==> src/rtl/output_serializer.sv <==
`default_nettype none
// ============================================================================
// output_serializer: captures a DIM x DIM matrix, streams it one element per
// valid/ready handshake. Define OUTPUT_SER_COL_MAJOR_EN for column-major order.
// Revision 1.0
// ============================================================================
module output_serializer #(
  parameter int WORD_W = 16,
  parameter int DIM    = 4
) (
  input  logic                          clk,
  input  logic                          reset,
  input  logic                          load,
  input  logic [DIM*DIM*WORD_W-1:0]     matrix_in,
  input  logic                          word_ready,
  output logic [WORD_W-1:0]             word_out,
  output logic                          word_valid,
  output logic [$clog2(DIM)-1:0]        row_idx,
  output logic [$clog2(DIM)-1:0]        col_idx,
  output logic                          busy,
  output logic                          done
);

  localparam int NUM_WORDS = DIM * DIM;
  localparam int MAT_W     = NUM_WORDS * WORD_W;
  localparam int IDX_W     = $clog2(DIM);
  localparam int N_W       = $clog2(NUM_WORDS);
  localparam logic [N_W-1:0] LAST_N = N_W'(NUM_WORDS - 1);
  localparam logic [N_W-1:0] DIM_N  = N_W'(DIM);

  typedef enum logic [1:0] {
    IDLE = 2'd0,
    SEND = 2'd1,
    DONE = 2'd2
  } state_t;

  state_t             state_q, state_d;
  logic [N_W-1:0]     n_q, n_d;
  logic [MAT_W-1:0]   shadow_q, shadow_d;

  logic [IDX_W-1:0]   n_div, n_mod;
  logic [IDX_W-1:0]   row_sel, col_sel;
  logic [N_W-1:0]     k;

  assign n_div = IDX_W'(n_q / DIM_N);
  assign n_mod = IDX_W'(n_q % DIM_N);

`ifdef OUTPUT_SER_COL_MAJOR_EN
  // Column-major: consecutive words walk down a column first.
  assign row_sel = n_mod;
  assign col_sel = n_div;
  assign k       = N_W'(n_mod) * DIM_N + N_W'(n_div);
`else
  assign row_sel = n_div;
  assign col_sel = n_mod;
  assign k       = n_q;
`endif

  always_comb begin
    state_d  = state_q;
    n_d      = n_q;
    shadow_d = shadow_q;
    case (state_q)
      IDLE: begin
        if (load) begin
          shadow_d = matrix_in;
          n_d      = '0;
          state_d  = SEND;
        end
      end
      SEND: begin
        if (word_ready) begin
          if (n_q == LAST_N) begin
            state_d = DONE;
          end else begin
            n_d = n_q + 1'b1;
          end
        end
      end
      DONE: begin
        state_d = IDLE;
      end
      default: begin
        state_d = IDLE;
      end
    endcase
  end

  // Outputs decode straight from registered state so they hold while stalled.
  always_comb begin
    word_valid = (state_q == SEND);
    busy       = (state_q != IDLE);
    done       = (state_q == DONE);
    word_out   = '0;
    row_idx    = '0;
    col_idx    = '0;
    if (state_q == SEND) begin
      word_out = shadow_q[k*WORD_W +: WORD_W];
      row_idx  = row_sel;
      col_idx  = col_sel;
    end
  end

  always_ff @(posedge clk) begin
    if (reset) begin
      state_q  <= IDLE;
      n_q      <= '0;
      shadow_q <= '0;
    end else begin
      state_q  <= state_d;
      n_q      <= n_d;
      shadow_q <= shadow_d;
    end
  end

endmodule
`default_nettype wire

==> config.mk <==
export PLATFORM = sky130hd
export DESIGN_NAME = output_serializer
export DESIGN_NICKNAME = d
export VERILOG_FILES = /design/src/rtl/output_serializer.sv
export SDC_FILE = /design/constraint.sdc
export NUM_CORES = 1
export LEC_CHECK = 0
export CAP_MARGIN = 20
export CORE_ASPECT_RATIO = 1.2
export CORE_UTILIZATION = 53
export CTS_CLUSTER_SIZE = 20
export DETAILED_ROUTE_END_ITERATION = 16
export PLACE_DENSITY_LB_ADDON = 0.1
export SLEW_MARGIN = 20
export SYNTH_ARGS = -nofsm -noshare
export SYNTH_HDL_FRONTEND = slang
export SYNTH_SLANG_ARGS = --single-unit
==> constraint.sdc <==
create_clock -name clk -period 4.45 [get_ports clk]
set_clock_uncertainty 0.05 [all_clocks]
set_input_delay 0.6675 -clock clk [delete_from_list [all_inputs] [get_ports clk]]
set_output_delay 0.6675 -clock clk [all_outputs]
set_load 0.03 [all_outputs]
### Met1 routing

(2 px per micron) Supply wires on this layer in grey.
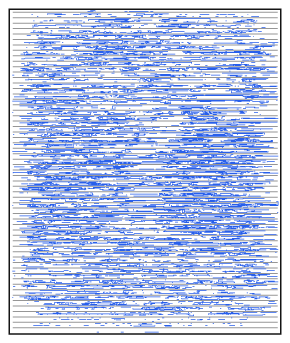
main direction: horizontal
share of all routed wire: 41%

### Met3 routing

(2 px per micron)
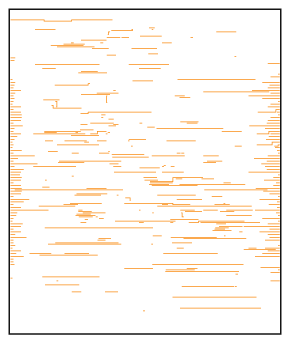
share of all routed wire: 7.8%
wire length on this layer: 2,880 microns
longest straight run: 53.8 microns
nets with wire on the layer: 273
main direction: horizontal

### Signal wires on met2

(1.5 px per micron)
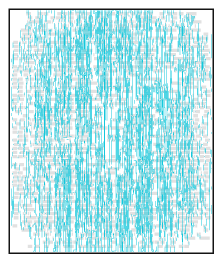
share of all routed wire: 47%
longest straight run: 63.6 microns
wire length on this layer: 17,500 microns
DR vias: 10,500
final wirelength: 37,000 microns
met2 usage: 55.0%

### Cell outlines without signal wires

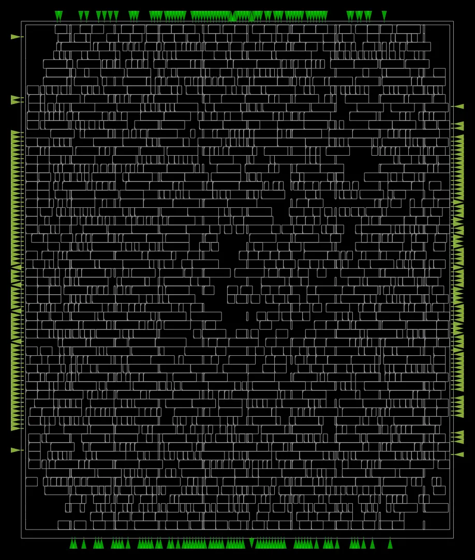
Core ar.: 20,900 sq um
fin util: 71.6%
FP Rows: 58
Non-Filler Instances: 1,832
sequential share of cell area: 35.1%

==> out/summary.txt <==
Pwr Density -> 375 nW/um^2
Hold-fix buffers, CTS -> 0
number of CTS-inserted buffers -> 26
Avg WL per Cell -> 20.2 microns
Multiplexer share -> 12.7%
FF-to-FF End -> shadow_q[88]
Root Driver -> clkbuf_16
WHS Endpoint -> shadow_q[36]
Worst Reg-to-Reg Cells -> 5
CP cell instances -> buf_4 > mux4_2 > a22o_1 > a221o_1 > clkdlybuf4s50_1
synthesized area per cell -> 8.45 sq um
Latency at later pin -> 520 ps
layout cells sized above 1 -> 7.04%
Post-synth top cells -> nand2_1, dfxtp_1, a21oi_1, clkbuf_1, mux4_2
die y size -> 162 microns
GRT Overall Usage -> 33.6%
YS chip area -> 11,300 sq um
Antenna Diode Count -> 0
Total Power -> 5.61 mW
crit path launch -> k[0]
Basic Gates by Area -> 19.4%
area grow syn2layout -> 33.0%
hpwl dp -> 27,100 microns
number of enable flip-flop cells -> 0
WP data required -> 3730 ps
Die Wd -> 135 microns
Max Cap Viol -> 0
Vias/cell -> 5.73
Hold Crit Start -> shadow_q[36]
Static Leak -> 5.45 nW
Synth Net Count -> 1,593
placed cells -> 1,785
num ports -> 283
post-route minimum period -> 4140 ps
Cell area leaders -> dfxtp_1, nand2_1, a21oi_1, mux4_2, mux2i_1
crit path capture -> word_out[4]
clock buffer depth -> 3
RD Place Congestion -> 0.915
most common cell in the netlist -> nand2_1
Pins Over Slew Limit -> 0
clock transition at the registers of the reported paths -> 60 ps
Buf/Inv on CP -> 2
ys cells -> 1,332
1st-iter DRT viols -> 987
final setup margin -> 307 ps
worst-margin pin slew -> 915 ps
vias in the first global route -> 9,788
gr ovfl total -> 0
Crit. End Element -> output pin
# clock sinks -> 262
CP Class -> reg2out
Adder Area Share -> 0.111%
Area leader share -> 46.6%
Logic family by area -> simple AND/OR/NAND/NOR gates
startpoint types -> register
OpenROAD warnings -> 28
largest net degree at the start of global routing -> 142
Worst path max stage delay -> 730 ps
Initial Util -> 53.8%
RSZ-0062 raised after global routing -> no
Complex Gates by Area -> 15.8%
status -> completed
Worst R2R Start -> state_q[1]
Remaining DRCs -> 0
CP Depth -> 5
Final Hold Fails -> 0
critical path's top delay family -> buffers and inverters
r2r setup slk -> 2150 ps
Chip Area -> 21,800 sq um
Gate Count Post-Synth -> 1,332
CTS-repair resized insts -> 0
Detailed Routing Iterations Pass 1 -> 5
Fmax achieved -> 0.241 GHz
final period utilization -> 93.1%
initial antenna violation count -> 0
Synthesis Warnings -> 0
Cell Area, Synth -> 11,300 sq um
Seq cells post-synth -> 262
Routed Antenna Nets -> 0
Port Buf Inserts -> 282
Post-synth ARST share -> 0%
Critical Path AT -> 3430 ps
CP max FO -> 32
post-CTS setup buffers -> 0
setup TNS -> 0 ps
Slew headroom -> 39.0%
Max IR drop VDD -> 0.369 mV
xor and xnor area share after synthesis -> 0%
CTS tree -> done
Layout Nets -> 1,804
register share after synthesis -> 46.6%
most used flip-flop cell -> dfxtp_1
pre-CTS setup slack -> 711 ps
first-pass GRT wire length -> 55,600 microns
final number of setup-violating endpoints -> 0
Worst Hold Class -> reg2reg
cell count of the worst hold path -> 2
-- state kept, by name, indices dropped and copies added, names as in the netlist --
signal	cells
k	4
state_q	2
shadow_q	256
-- per-layer routing --
layer	global-route usage (%)	part of all wire, %	up-vias
met5	0	0	-
met4	12.6	3.7	0
met3	5.30	7.8	77
met2	55.0	47	492
met1	44.6	41	4964
li1	-	-	4956
-- per-stage QoR --
stage / instance area (sq um) / hold slack [ps]
global route: 15000 / 420
detailed placement: 14000 / 394
finish: 15000 / 402
global placement: 14000 / 389
floorplan: 11300 / 382
CTS: 15000 / 402
-- power breakdown --
group	switching, mW	leakage [nW]	internal, mW
logic	0.329	2.85	0.376
clock network	0.913	0.454	1.39
registers	0.125	2.15	2.48
total	1.37	5.45	4.24
-- layout by cell type, fill, tap and decap left out, types with 2 or more instances in the layout --
master           netlist  final
nand2_1              516    515
clkinv_2               0      5
a21oi_1              257    257
a22o_1                16     16
clkbuf_1              54      4
dfxtp_4                0      2
nand3_1                2      2
a22oi_1               16     16
mux4_2                40     40
a31oi_1                3      3
nor3_1                 4      3
clkbuf_8               1      7
mux2i_1               32     32
clkbuf_16              0     27
buf_4                  7     11
o21ai_0                3      3
mux4_1                 8      8
and3_1                17     17
nor2_1                 3      3
a221o_1               16     16
bufinv_16              0      3
buf_12                 1      6
clkdlybuf4s50_1        0    281
dfxtp_1              262    260
inv_1                  2      2
and2_1                 5      4
-- worst min-delay path, stage by stage, from the launching register on --
cell,delay [ps]
dfxtp_1,310
nand2_1,50
a21oi_1,50
-- layout make-up --
type,count,area [sq um]
Clock inverter,10,140
Clock buffer,37,773
Timing Repair Buffer,299,3030
Inverter,2,7.51
Sequential cell,262,5250
Tap cell,270,338
Multi-Input combinational cell,952,5420
Fill cell,1665,5940
Power figures rest on the tool's default switching activity, not on a simulated workload.
